==> src/rtl/relais_seq.sv <==
// Break-before-make sequencer for two relay channels (A, B).
// Opens the active relay, waits, closes the target, waits for settling, then holds off new requests.
module relais_seq #(
    parameter int BREAK_CYC  = 4,
    parameter int SETTLE_CYC = 8,
    parameter int MIN_HOLD   = 16,
    parameter int CW         = 8
) (
    input  logic       clk,
    input  logic       rst,
    input  logic       req_valid,
    output logic       req_ready,
    input  logic [1:0] req_tgt,
    output logic       drv_a,
    output logic       drv_b,
    output logic [1:0] conn,
    output logic       busy,
    output logic       done,
    output logic       err
);

    typedef enum logic [2:0] {
        ST_OFF   = 3'd0,
        ST_BREAK = 3'd1,
        ST_MAKE  = 3'd2,
        ST_HOLD  = 3'd3,
        ST_ON    = 3'd4
    } state_t;

    localparam logic [CW-1:0] BREAK_LD  = CW'(BREAK_CYC - 1);
    localparam logic [CW-1:0] SETTLE_LD = CW'(SETTLE_CYC - 1);
    localparam logic [CW-1:0] HOLD_LD   = CW'(MIN_HOLD - 1);
    localparam logic [CW-1:0] CNT_ZERO  = '0;

    state_t        state_q, state_d;
    logic [CW-1:0] cnt_q, cnt_d;
    logic [1:0]    tgt_q, tgt_d;
    logic [1:0]    conn_q, conn_d;
    logic          done_q, done_d;
    logic          err_q, err_d;
    logic          drv_a_q, drv_a_d;
    logic          drv_b_q, drv_b_d;
    logic          busy_q, busy_d;
    logic          ready_q, ready_d;
    logic          accept_s;
    logic          drive_on_s;

    assign accept_s = req_valid && ready_q;

    // State and output registers; reset opens both drives on the very next edge.
    always_ff @(posedge clk) begin
        if (rst) begin
            state_q <= ST_OFF;
            cnt_q   <= CNT_ZERO;
            tgt_q   <= 2'b00;
            conn_q  <= 2'b00;
            done_q  <= 1'b0;
            err_q   <= 1'b0;
            drv_a_q <= 1'b0;
            drv_b_q <= 1'b0;
            busy_q  <= 1'b0;
            ready_q <= 1'b1;
        end else begin
            state_q <= state_d;
            cnt_q   <= cnt_d;
            tgt_q   <= tgt_d;
            conn_q  <= conn_d;
            done_q  <= done_d;
            err_q   <= err_d;
            drv_a_q <= drv_a_d;
            drv_b_q <= drv_b_d;
            busy_q  <= busy_d;
            ready_q <= ready_d;
        end
    end

    // Next-state, counter and event-pulse logic.
    always_comb begin
        state_d = state_q;
        cnt_d   = cnt_q;
        tgt_d   = tgt_q;
        conn_d  = conn_q;
        done_d  = 1'b0;
        err_d   = 1'b0;
        case (state_q)
            ST_OFF, ST_ON: begin
                if (accept_s) begin
                    if (req_tgt == 2'b11) begin
                        err_d = 1'b1;
                    end else if (req_tgt == conn_q) begin
                        done_d = 1'b1;
                    end else if (state_q == ST_ON) begin
                        state_d = ST_BREAK;
                        cnt_d   = BREAK_LD;
                        tgt_d   = req_tgt;
                    end else begin
                        state_d = ST_MAKE;
                        cnt_d   = SETTLE_LD;
                        tgt_d   = req_tgt;
                    end
                end else begin
                    state_d = state_q;
                end
            end
            ST_BREAK: begin
                if (cnt_q == CNT_ZERO) begin
                    if (tgt_q == 2'b00) begin
                        state_d = ST_OFF;
                        conn_d  = 2'b00;
                        done_d  = 1'b1;
                    end else begin
                        state_d = ST_MAKE;
                        cnt_d   = SETTLE_LD;
                    end
                end else begin
                    cnt_d = cnt_q - CW'(1);
                end
            end
            ST_MAKE: begin
                if (cnt_q == CNT_ZERO) begin
                    state_d = ST_HOLD;
                    conn_d  = tgt_q;
                    done_d  = 1'b1;
                    cnt_d   = HOLD_LD;
                end else begin
                    cnt_d = cnt_q - CW'(1);
                end
            end
            ST_HOLD: begin
                if (cnt_q == CNT_ZERO) begin
                    state_d = ST_ON;
                end else begin
                    cnt_d = cnt_q - CW'(1);
                end
            end
            default: begin
                state_d = ST_OFF;
                cnt_d   = CNT_ZERO;
                tgt_d   = 2'b00;
                conn_d  = 2'b00;
            end
        endcase
    end

    // Drives follow the next state, so only one channel can ever be selected.
    always_comb begin
        drive_on_s = 1'b0;
        busy_d     = 1'b0;
        ready_d    = 1'b0;
        case (state_d)
            ST_OFF:   ready_d = 1'b1;
            ST_BREAK: busy_d  = 1'b1;
            ST_MAKE: begin
                busy_d     = 1'b1;
                drive_on_s = 1'b1;
            end
            ST_HOLD: begin
                busy_d     = 1'b1;
                drive_on_s = 1'b1;
            end
            ST_ON: begin
                ready_d    = 1'b1;
                drive_on_s = 1'b1;
            end
            default: ready_d = 1'b0;
        endcase
        drv_a_d = drive_on_s && (tgt_d == 2'b01);
        drv_b_d = drive_on_s && (tgt_d == 2'b10);
    end

    assign req_ready = ready_q;
    assign drv_a     = drv_a_q;
    assign drv_b     = drv_b_q;
    assign conn      = conn_q;
    assign busy      = busy_q;
    assign done      = done_q;
    assign err       = err_q;

endmodule

==> config.mk <==
export PLATFORM = sky130hd
export DESIGN_NAME = relais_seq
export DESIGN_NICKNAME = d
export VERILOG_FILES = /design/src/rtl/relais_seq.sv
export SDC_FILE = /design/constraint.sdc
export NUM_CORES = 1
export LEC_CHECK = 0
export CAP_MARGIN = 40
export CORE_UTILIZATION = 59
export DETAILED_ROUTE_END_ITERATION = 8
export HOLD_SLACK_MARGIN = 0.1
export PLACE_DENSITY = 0.92
export SLEW_MARGIN = 40
export SYNTH_ARGS = -nofsm -noshare
export SYNTH_HDL_FRONTEND = slang
export SYNTH_SLANG_ARGS = --single-unit
==> constraint.sdc <==
create_clock -name clk -period 4.4 [get_ports clk]
set_input_delay 0.88 -clock clk [delete_from_list [all_inputs] [get_ports clk]]
set_output_delay 0.88 -clock clk [all_outputs]
set_load 0.01 [all_outputs]
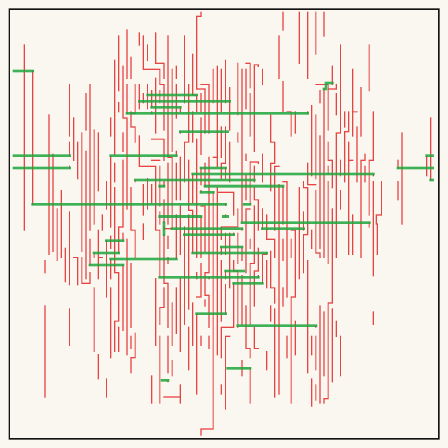
Figure 1: run 1, wiring by layer.
Two of the layers only.
legend:
  metal 2:
    colour: red
    wire_length: 1530 um
  metal 3:
    colour: green
    wire_length: 238 um

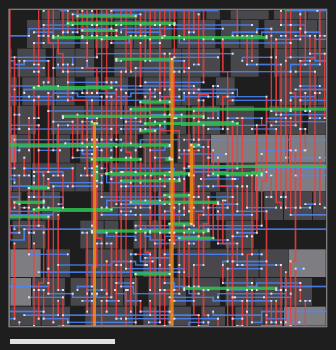
Figure 2: run 1, layout detail.
Scale bar: 10 um. Window x 9 to 39, y 9 to 39 um. Cells in grey, sequential cells in the stronger grey; small squares are vias.
legend:
  metal 1:
    colour: blue
  metal 2:
    colour: red
  metal 4:
    colour: orange
  metal 3:
    colour: green
netlist names of flops here include: cnt_q (2), req_ready (1)
cells with their middle in the window: 104
most frequent: nor2_1 (14), a21oi_1 (12), o21ai_0 (10)
sequential cells in the window: 3

==> run_results.csv, run 1 <==
group,metric,value,unit
outcome,status,"completed",
finish,seq_share,0.2984,
finish,largest_reg_flops,8,
power_and_ir_drop,pg_comb,0.354,mW
synthesis,yosysTopAreaCell,"dfxtp_1",
global_route,grt_use_total,0.3112,
power_and_ir_drop,p_seq,0.270,mW
detailed_routing,met2_wirelength,1527,um
worst_setup_path,endpoint,"drv_b$_SDFF_PP0_",
global_route,grt_util_met1,0.4131,
place,placed_cells,188,
power_and_ir_drop,p_per_area,509.5,nW/um^2
flow_run,cap_violations,0,
worst_hold_path,worstHoldStart,"cnt_q[7]$_SDFFE_PP0P_",
synthesis,yosys.area_share.xor_xnor,0.01406,
worst_setup_path,path_buffers,1,
synthesis,ys_seq_frac,0.3373,
synthesis,synth.distinct_cells,42,
worst_setup_path,path_delay_family,"AND-OR/OR-AND gates",
cts,ctsHoldBuffers,0,
final_timing,final.min_clock_period,2.853,ns
synthesis,synth_chip_area,1246,um^2
synthesis,ys.flops,21,
finish,nFillCells,151,
floorplanning,initCoreUtil,0.6288,
finish,lay_top_count,"dfxtp_1",
finish,largest_class,"logic gates",
worst_setup_path,arrival,3.03,ns
final_timing,rsz0062_at_grt,"no",
worst_setup_path,r2r_cells,4,
global_route,top_usage_layer,"met2",
cts,clk_path_buf_depth,2,
detailed_routing,first_pass_iters,5,
worst_setup_path,rr_endpoint,"drv_b$_SDFF_PP0_",
final_timing,max_freq,350.5,MHz
worst_hold_path,holdPathEnd,"cnt_q[7]$_SDFFE_PP0P_",
power_and_ir_drop,p_leak,0.5396,nW
cts,clock-sinks,21,
power_and_ir_drop,powerClk,0.0930,mW
flow_run,warning_count,27,
worst_setup_path,cp-start-kind,"primary input",
place,pre_cts_slack,1.221,ns
floorplanning,num_io_pins,13,
final_timing,setup_viol_count_final,0,
power_and_ir_drop,power,0.7178,mW
synthesis,synth_warnings,0,
worst_setup_path,rrSetupSlack,1.98,ns
place,gp_congestion,0.9089,
detailed_routing,vias,1257,
power_and_ir_drop,swShare,0.4248,
global_route,antenna_found_initial,0,
synthesis,synth_area,1246,um^2
synthesis,ys_cells,154,
finish,seq_cells,21,
detailed_routing,avgViaCountPerCell,6.547,
finish,clkbuf_count,3,
worst_setup_path,required,4.58,ns
worst_setup_path,path_class,"in2reg",
global_route,grtUsageMet3,0.05283,
global_route,globalRouteMet2Util,0.4892,
floorplanning,chipArea,2300,um^2
synthesis,syn_area_per_cell,8.092,um^2
cts,numCtsBuffers,3,
finish,layout-drive-gt1-share,0.05455,
global_route,grt_max_degree,18,
worst_setup_path,slowest_delay,0.57,ns
cts,clkTransAtPathRegs,0.12,ns
power_and_ir_drop,largestPowerGroup,"combinational cells",
worst_hold_path,holdPathStages,2,
final_timing,finalHoldViolCount,0,
synthesis,synthAoiAreaFrac,0.2902,
finish,syn2layout_area_growth,13.05,%
synthesis,top_area_frac,0.3373,
cts,postCtsSetupBuffers,0,
detailed_routing,initialDrtViolationCount,91,
synthesis,synthSimpleGateAreaFrac,0.2641,
synthesis,adder_share,0.02008,
floorplanning,num_tap_cells,27,
detailed_routing,wl_met3,237,um
finish,combGateArea,773.2,um^2
synthesis,top_cells_by_count,"dfxtp_1, nor2_1, a21oi_1",
power_and_ir_drop,switching_power,0.3049,mW
finish,comb_area_frac,0.5488,
final_timing,setup_ws,1.547,ns
finish,finish.utilization,0.7109,
synthesis,topCombFamilyByArea,"AND-OR/OR-AND gates",
final_timing,relSlewSlack,0.5352,
power_and_ir_drop,power_frac_comb,0.494,
finish,num-nets-final,173,
floorplanning,die_h,47.96,um
synthesis,muxShareOfSynthArea,0.03213,
floorplanning,core,1982,um^2
synthesis,fp_nets,161,
detailed_routing,met1_length,1294,um
finish,largest_registers,"cnt_q x8, state_q x3",
cts,cts_resized,0,
finish,lay_top_cells,"dfxtp_1, nor2_1, a21oi_1, clkdlybuf4s50_1, o21ai_0",
synthesis,most_common_cell,"dfxtp_1",
worst_setup_path,cp_slowest_cell,"nor4bb_1",
place,hpwlAfterDp,2341,um
global_route,grt-ovfl-total,0,
final_timing,setup_tns,0,ns
floorplanning,die_w,47.96,um
finish,seq_area,420.4,um^2
place,io_buffers,12,
synthesis,area_leaders,"dfxtp_1, a21oi_1, nor2_1",
synthesis,flop_cell,"dfxtp_1",
finish,clock_cell_area_share,0.01954,
power_and_ir_drop,internal_power,0.4129,mW
detailed_routing,wl_per_cell,16.22,um
worst_setup_path,crit-reg2reg-launch,"state_q[0]$_SDFF_PP0_",
worst_setup_path,cp.depth,5,
synthesis,synth-edff-count,0,
power_and_ir_drop,seqPwrFrac,0.377,
finish,antenna_cells,0,
synthesis,async_flop_share,0,
cts,cts_tree,"built",
finish,num-nonclk-buffers,12,
final_timing,period_used_share,0.6484,
cts,clk_latency,0.31,ns
cts,clock-root-buffer,"clkbuf_4",
finish,multi_input_comb_cells,119,
final_timing,skew,0.007649,ns
worst_setup_path,crit_path_end_kind,"flip-flop",
synthesis,synthCells,154,
final_timing,slew_viol_final,0,
finish,area_share_nonclk_buffers,0.08526,
finish,inverters,9,
worst_setup_path,cp_cell_sequence,"clkdlybuf4s50_1, nor4bb_1, o21ai_0, mux2i_1, a2111oi_0",
floorplanning,rows,16,
worst_hold_path,worstHoldPathType,"reg2reg",
power_and_ir_drop,clockPowerShare,0.130,
power_and_ir_drop,ir_drop,307.7,uV
global_route,grt_pass1_vias,1074,
final_timing,hold_slack,0.5411,ns
place,post_dp_cell_area,1381,um^2
finish,regMostFlops,"cnt_q",
detailed_routing,highest_layer,"met4",
worst_setup_path,critPathLaunch,"req_valid",
cts,htree_num_levels,1,
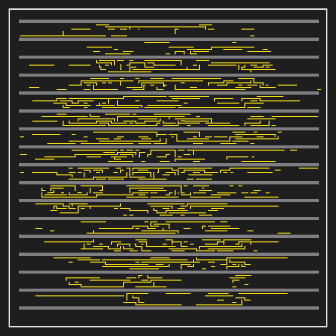
Figure 3: run 1, met1 routing.
Supply wires on this layer in grey.
nets with wire on the layer: 159
longest straight run: 15.2 um
wire length on this layer: 1290 um

==> run 2: changes to the inputs <==
CORE_UTILIZATION = 50   (was 59)
PLACE_DENSITY = 0.84   (was 0.92)
clock period = 2.5 ns   (was 4.4 ns; I/O delays follow)
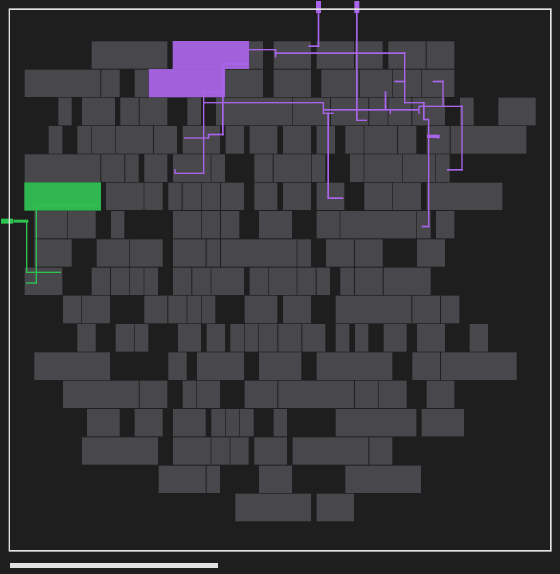
Figure 4: run 2, port wiring.
Scale bar: 20 um.
legend:
  drv_b:
    colour: green
    direction: output
    edge: west
    end_cells: 1
    buffers: 1
    wire: 23.7 um
  conn:
    colour: purple
    direction: output
    edge: north
    end_cells: 2
    buffers: 2
    wire: 129 um

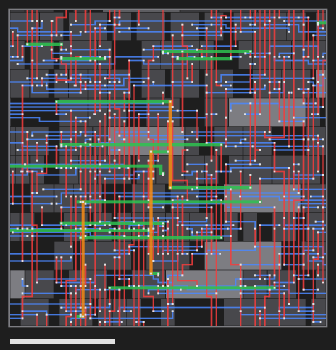
Figure 5: run 2, layout detail.
Scale bar: 10 um. Window x 11 to 41, y 11 to 41 um. Cells in grey, sequential cells in the stronger grey; small squares are vias.

==> run_results.csv, run 2 <==
group,metric,value,unit
global_route,grt_pass1_vias,1149,
synthesis,synth.distinct_cells,42,
synthesis,ys.flops,21,
place,hpwlAfterDp,2310,um
finish,lay_top_cells,"dfxtp_1, nor2_1, a21oi_1, clkdlybuf4s50_1, o21ai_0",
synthesis,synthSimpleGateAreaFrac,0.2641,
worst_setup_path,cp-start-kind,"flip-flop",
cts,clk_path_buf_depth,2,
outcome,status,"completed",
cts,postCtsSetupBuffers,0,
worst_setup_path,critPathLaunch,"cnt_q[0]$_SDFFE_PP0P_",
detailed_routing,first_pass_iters,4,
cts,ctsHoldBuffers,0,
detailed_routing,highest_layer,"met4",
synthesis,synth_chip_area,1246,um^2
worst_setup_path,crit-reg2reg-launch,"cnt_q[0]$_SDFFE_PP0P_",
cts,htree_num_levels,1,
power_and_ir_drop,largestPowerGroup,"combinational cells",
finish,num-nets-final,180,
cts,cts_resized,0,
finish,nFillCells,180,
final_timing,slew_viol_final,0,
worst_setup_path,path_class,"reg2reg",
detailed_routing,vias,1254,
cts,clock-root-buffer,"clkbuf_4",
worst_setup_path,slowest_delay,0.55,ns
power_and_ir_drop,ir_drop,564.4,uV
worst_setup_path,rrSetupSlack,0.28,ns
worst_setup_path,rr_endpoint,"cnt_q[1]$_SDFFE_PP0P_",
floorplanning,rows,17,
finish,num-nonclk-buffers,19,
worst_setup_path,required,2.76,ns
worst_hold_path,holdPathEnd,"tgt_q[0]$_SDFF_PP0_",
worst_setup_path,r2r_cells,7,
floorplanning,initCoreUtil,0.5476,
power_and_ir_drop,p_leak,0.5715,nW
worst_setup_path,path_delay_family,"simple AND/OR/NAND/NOR gates",
detailed_routing,initialDrtViolationCount,48,
place,io_buffers,12,
synthesis,top_area_frac,0.3373,
worst_setup_path,cp_slowest_cell,"nor4b_1",
floorplanning,num_tap_cells,28,
finish,inverters,9,
synthesis,syn_area_per_cell,8.092,um^2
power_and_ir_drop,p_per_area,874.8,nW/um^2
power_and_ir_drop,swShare,0.4203,
finish,seq_share,0.2862,
final_timing,hold_slack,0.5267,ns
synthesis,adder_share,0.02008,
synthesis,synthCells,154,
finish,clock_cell_area_share,0.01789,
flow_run,cap_violations,0,
finish,area_share_nonclk_buffers,0.1175,
power_and_ir_drop,internal_power,0.7449,mW
floorplanning,die_h,51.93,um
place,gp_congestion,0.9300,
final_timing,max_freq,449.7,MHz
synthesis,synth_warnings,0,
global_route,top_usage_layer,"met2",
floorplanning,num_io_pins,13,
finish,syn2layout_area_growth,17.87,%
power_and_ir_drop,power,1.285,mW
worst_setup_path,crit_path_end_kind,"flip-flop",
final_timing,period_used_share,0.8895,
floorplanning,chipArea,2696,um^2
power_and_ir_drop,powerClk,0.163,mW
global_route,grt-ovfl-total,0,
place,post_dp_cell_area,1435,um^2
power_and_ir_drop,pg_comb,0.660,mW
final_timing,rsz0062_at_grt,"no",
floorplanning,core,2276,um^2
power_and_ir_drop,clockPowerShare,0.127,
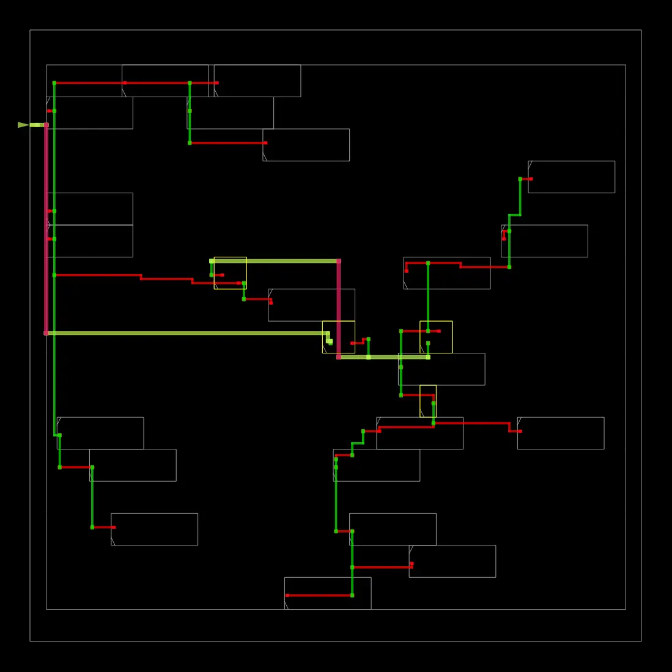
Figure 6: run 2, clock wiring as the flow saved it.
seq_cells: 21
Layout Skew: 0.004656 ns
Late-Pin Clk Latency: 0.30 ns
Sink Count: 21
# clk buffers: 4

==> run 3: changes to the inputs <==
--- a/config.mk
+++ b/config.mk
@@ -7,4 +7,5 @@
 export LEC_CHECK = 0
 export CAP_MARGIN = 40
+export CORE_MARGIN = 1
 export CORE_UTILIZATION = 50
 export DETAILED_ROUTE_END_ITERATION = 8
==> constraint.sdc (replaced) <==
create_clock -name clk -period 2.5 [get_ports clk]
set_input_delay 0.5 -clock clk [delete_from_list [all_inputs] [get_ports clk]]
set_output_delay 0.5 -clock clk [all_outputs]
set_load 0.005 [all_outputs]
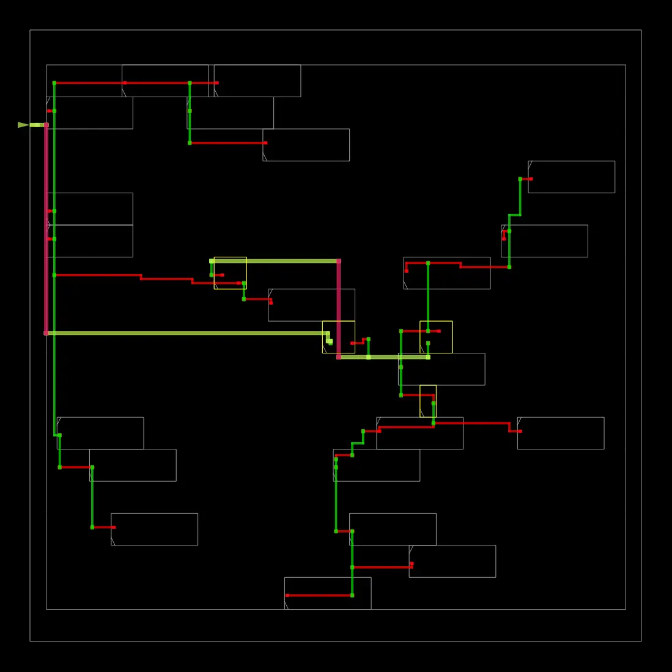
Figure 7: run 3, clock wiring as the flow saved it.
CTS Buf Count: 3
clock distribution power: 0.163 mW

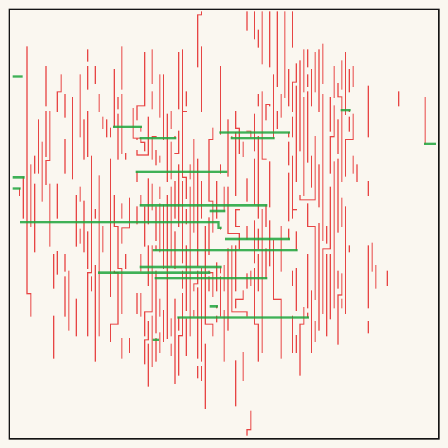
Figure 8: run 3, wiring by layer.
Two of the layers only.
legend:
  metal 2:
    colour: red
    wire_length: 1440 um
  metal 3:
    colour: green
    wire_length: 156 um

==> run_results.csv, run 3 <==
group,metric,value,unit
outcome,status,"completed",
detailed_routing,drc,0,
cts,clkTransAtPathRegs,0.11,ns
detailed_routing,first_pass_iters,4,
power_and_ir_drop,p_leak,0.5715,nW
worst_setup_path,critPathLaunch,"cnt_q[0]$_SDFFE_PP0P_",
synthesis,synthCells,154,
cts,clk_latency,0.30,ns
final_timing,hold_slack,0.5267,ns
cts,clk_path_buf_depth,2,
worst_hold_path,holdPathStages,2,
finish,num-nonclk-buffers,19,
final_timing,rsz0062_at_grt,"no",
power_and_ir_drop,p_per_area,871.7,nW/um^2
worst_setup_path,rr_endpoint,"cnt_q[1]$_SDFFE_PP0P_",
worst_setup_path,cp_slowest_cell,"nor4b_1",
final_timing,setup_ws,0.2762,ns
place,gp_congestion,0.9300,
floorplanning,num_tap_cells,28,
detailed_routing,wl_per_cell,15.50,um
global_route,grt_pass1_vias,1149,
power_and_ir_drop,ir_drop,564.1,uV
cts,htree_num_levels,1,
detailed_routing,met2_wirelength,1441,um
global_route,globalRouteMet2Util,0.4188,
finish,syn2layout_area_growth,17.87,%
finish,design_area,1469,um^2
synthesis,top_area_frac,0.3373,
finish,antenna_cells,0,
synthesis,flop_cell,"dfxtp_1",
synthesis,yosys.area_share.xor_xnor,0.01406,
cts,ctsHoldBuffers,0,
worst_setup_path,required,2.76,ns
synthesis,adder_share,0.02008,
cts,clock-root-buffer,"clkbuf_4",
worst_setup_path,cp.depth,7,
worst_setup_path,path_class,"reg2reg",
detailed_routing,totalWireLength,3099,um
synthesis,synth_warnings,0,
finish,seq_share,0.2862,
floorplanning,rows,17,
synthesis,syn_area_per_cell,8.092,um^2
final_timing,setup_viol_count_final,0,
power_and_ir_drop,swShare,0.4184,
finish,clkbuf_count,4,
worst_setup_path,r2r_cells,7,
power_and_ir_drop,largestPowerGroup,"combinational cells",
final_timing,slew_viol_final,0,
cts,clock-sinks,21,
global_route,top_usage_layer,"met2",
flow_run,cap_violations,0,
synthesis,fp_nets,161,
global_route,antenna_found_initial,0,
place,post_dp_cell_area,1435,um^2
synthesis,topCombFamilyByArea,"AND-OR/OR-AND gates",
finish,area_share_nonclk_buffers,0.1175,
floorplanning,die_w,51.93,um
global_route,grtUsageMet3,0.04386,
floorplanning,die_h,51.93,um
worst_setup_path,path_delay_family,"simple AND/OR/NAND/NOR gates",
finish,largest_class,"logic gates",
floorplanning,initCoreUtil,0.5476,
synthesis,synth.distinct_cells,42,
worst_hold_path,holdPathEnd,"tgt_q[0]$_SDFF_PP0_",
power_and_ir_drop,seqPwrFrac,0.361,
finish,clock_cell_area_share,0.01789,
synthesis,synthSimpleGateAreaFrac,0.2641,
final_timing,skew,0.004656,ns
finish,lay_top_cells,"dfxtp_1, nor2_1, a21oi_1, clkdlybuf4s50_1, o21ai_0",
synthesis,synth_chip_area,1246,um^2
worst_setup_path,path_buffers,1,
detailed_routing,initialDrtViolationCount,48,
detailed_routing,vias,1254,
finish,num-nets-final,180,
floorplanning,core,2276,um^2
synthesis,synth_area,1246,um^2
power_and_ir_drop,internal_power,0.7447,mW
synthesis,ys.flops,21,
global_route,grt-ovfl-total,0,
place,placed_cells,196,
place,hpwlAfterDp,2310,um
power_and_ir_drop,power,1.281,mW
final_timing,period_used_share,0.8895,
worst_setup_path,slowest_delay,0.55,ns
synthesis,synthAoiAreaFrac,0.2902,
synthesis,async_flop_share,0,
power_and_ir_drop,power_frac_comb,0.512,
worst_setup_path,crit-reg2reg-launch,"cnt_q[0]$_SDFFE_PP0P_",
final_timing,relSlewSlack,0.5846,
finish,nFillCells,180,
finish,seq_cells,21,
synthesis,yosysTopAreaCell,"dfxtp_1",
synthesis,synth-edff-count,0,
floorplanning,chipArea,2696,um^2
detailed_routing,ant_nets,0,
detailed_routing,highest_layer,"met4",
final_timing,finalHoldViolCount,0,
worst_setup_path,crit_path_end_kind,"flip-flop",
final_timing,tightestPinTransition,0.6144,ns
cts,postCtsSetupBuffers,0,
synthesis,most_common_cell,"dfxtp_1",
final_timing,max_freq,449.7,MHz
finish,inverters,9,
worst_setup_path,cp-start-kind,"flip-flop",
global_route,grt_use_total,0.2642,
power_and_ir_drop,pg_comb,0.656,mW
power_and_ir_drop,clockPowerShare,0.127,
worst_hold_path,worstHoldPathType,"reg2reg",
synthesis,muxShareOfSynthArea,0.03213,
worst_setup_path,rrSetupSlack,0.28,ns
synthesis,area_leaders,"dfxtp_1, a21oi_1, nor2_1",
cts,cts_resized,0,
finish,regMostFlops,"cnt_q",
detailed_routing,wl_met3,155,um
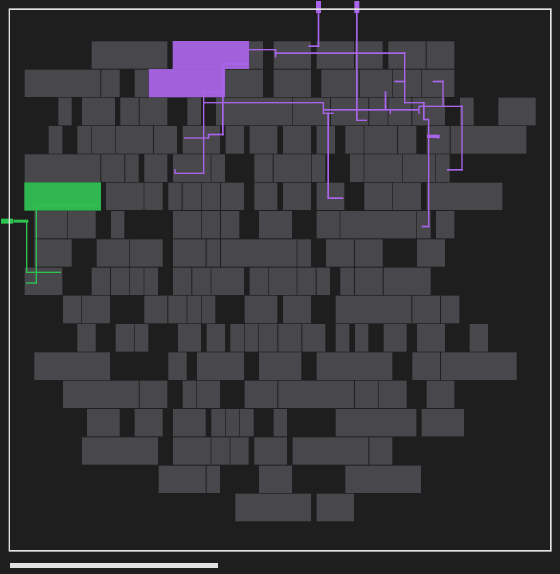
Figure 9: run 3, port wiring.
Scale bar: 20 um.
I/O pins: 13
IO buf count: 12

Power and IR drop assume default switching activity.
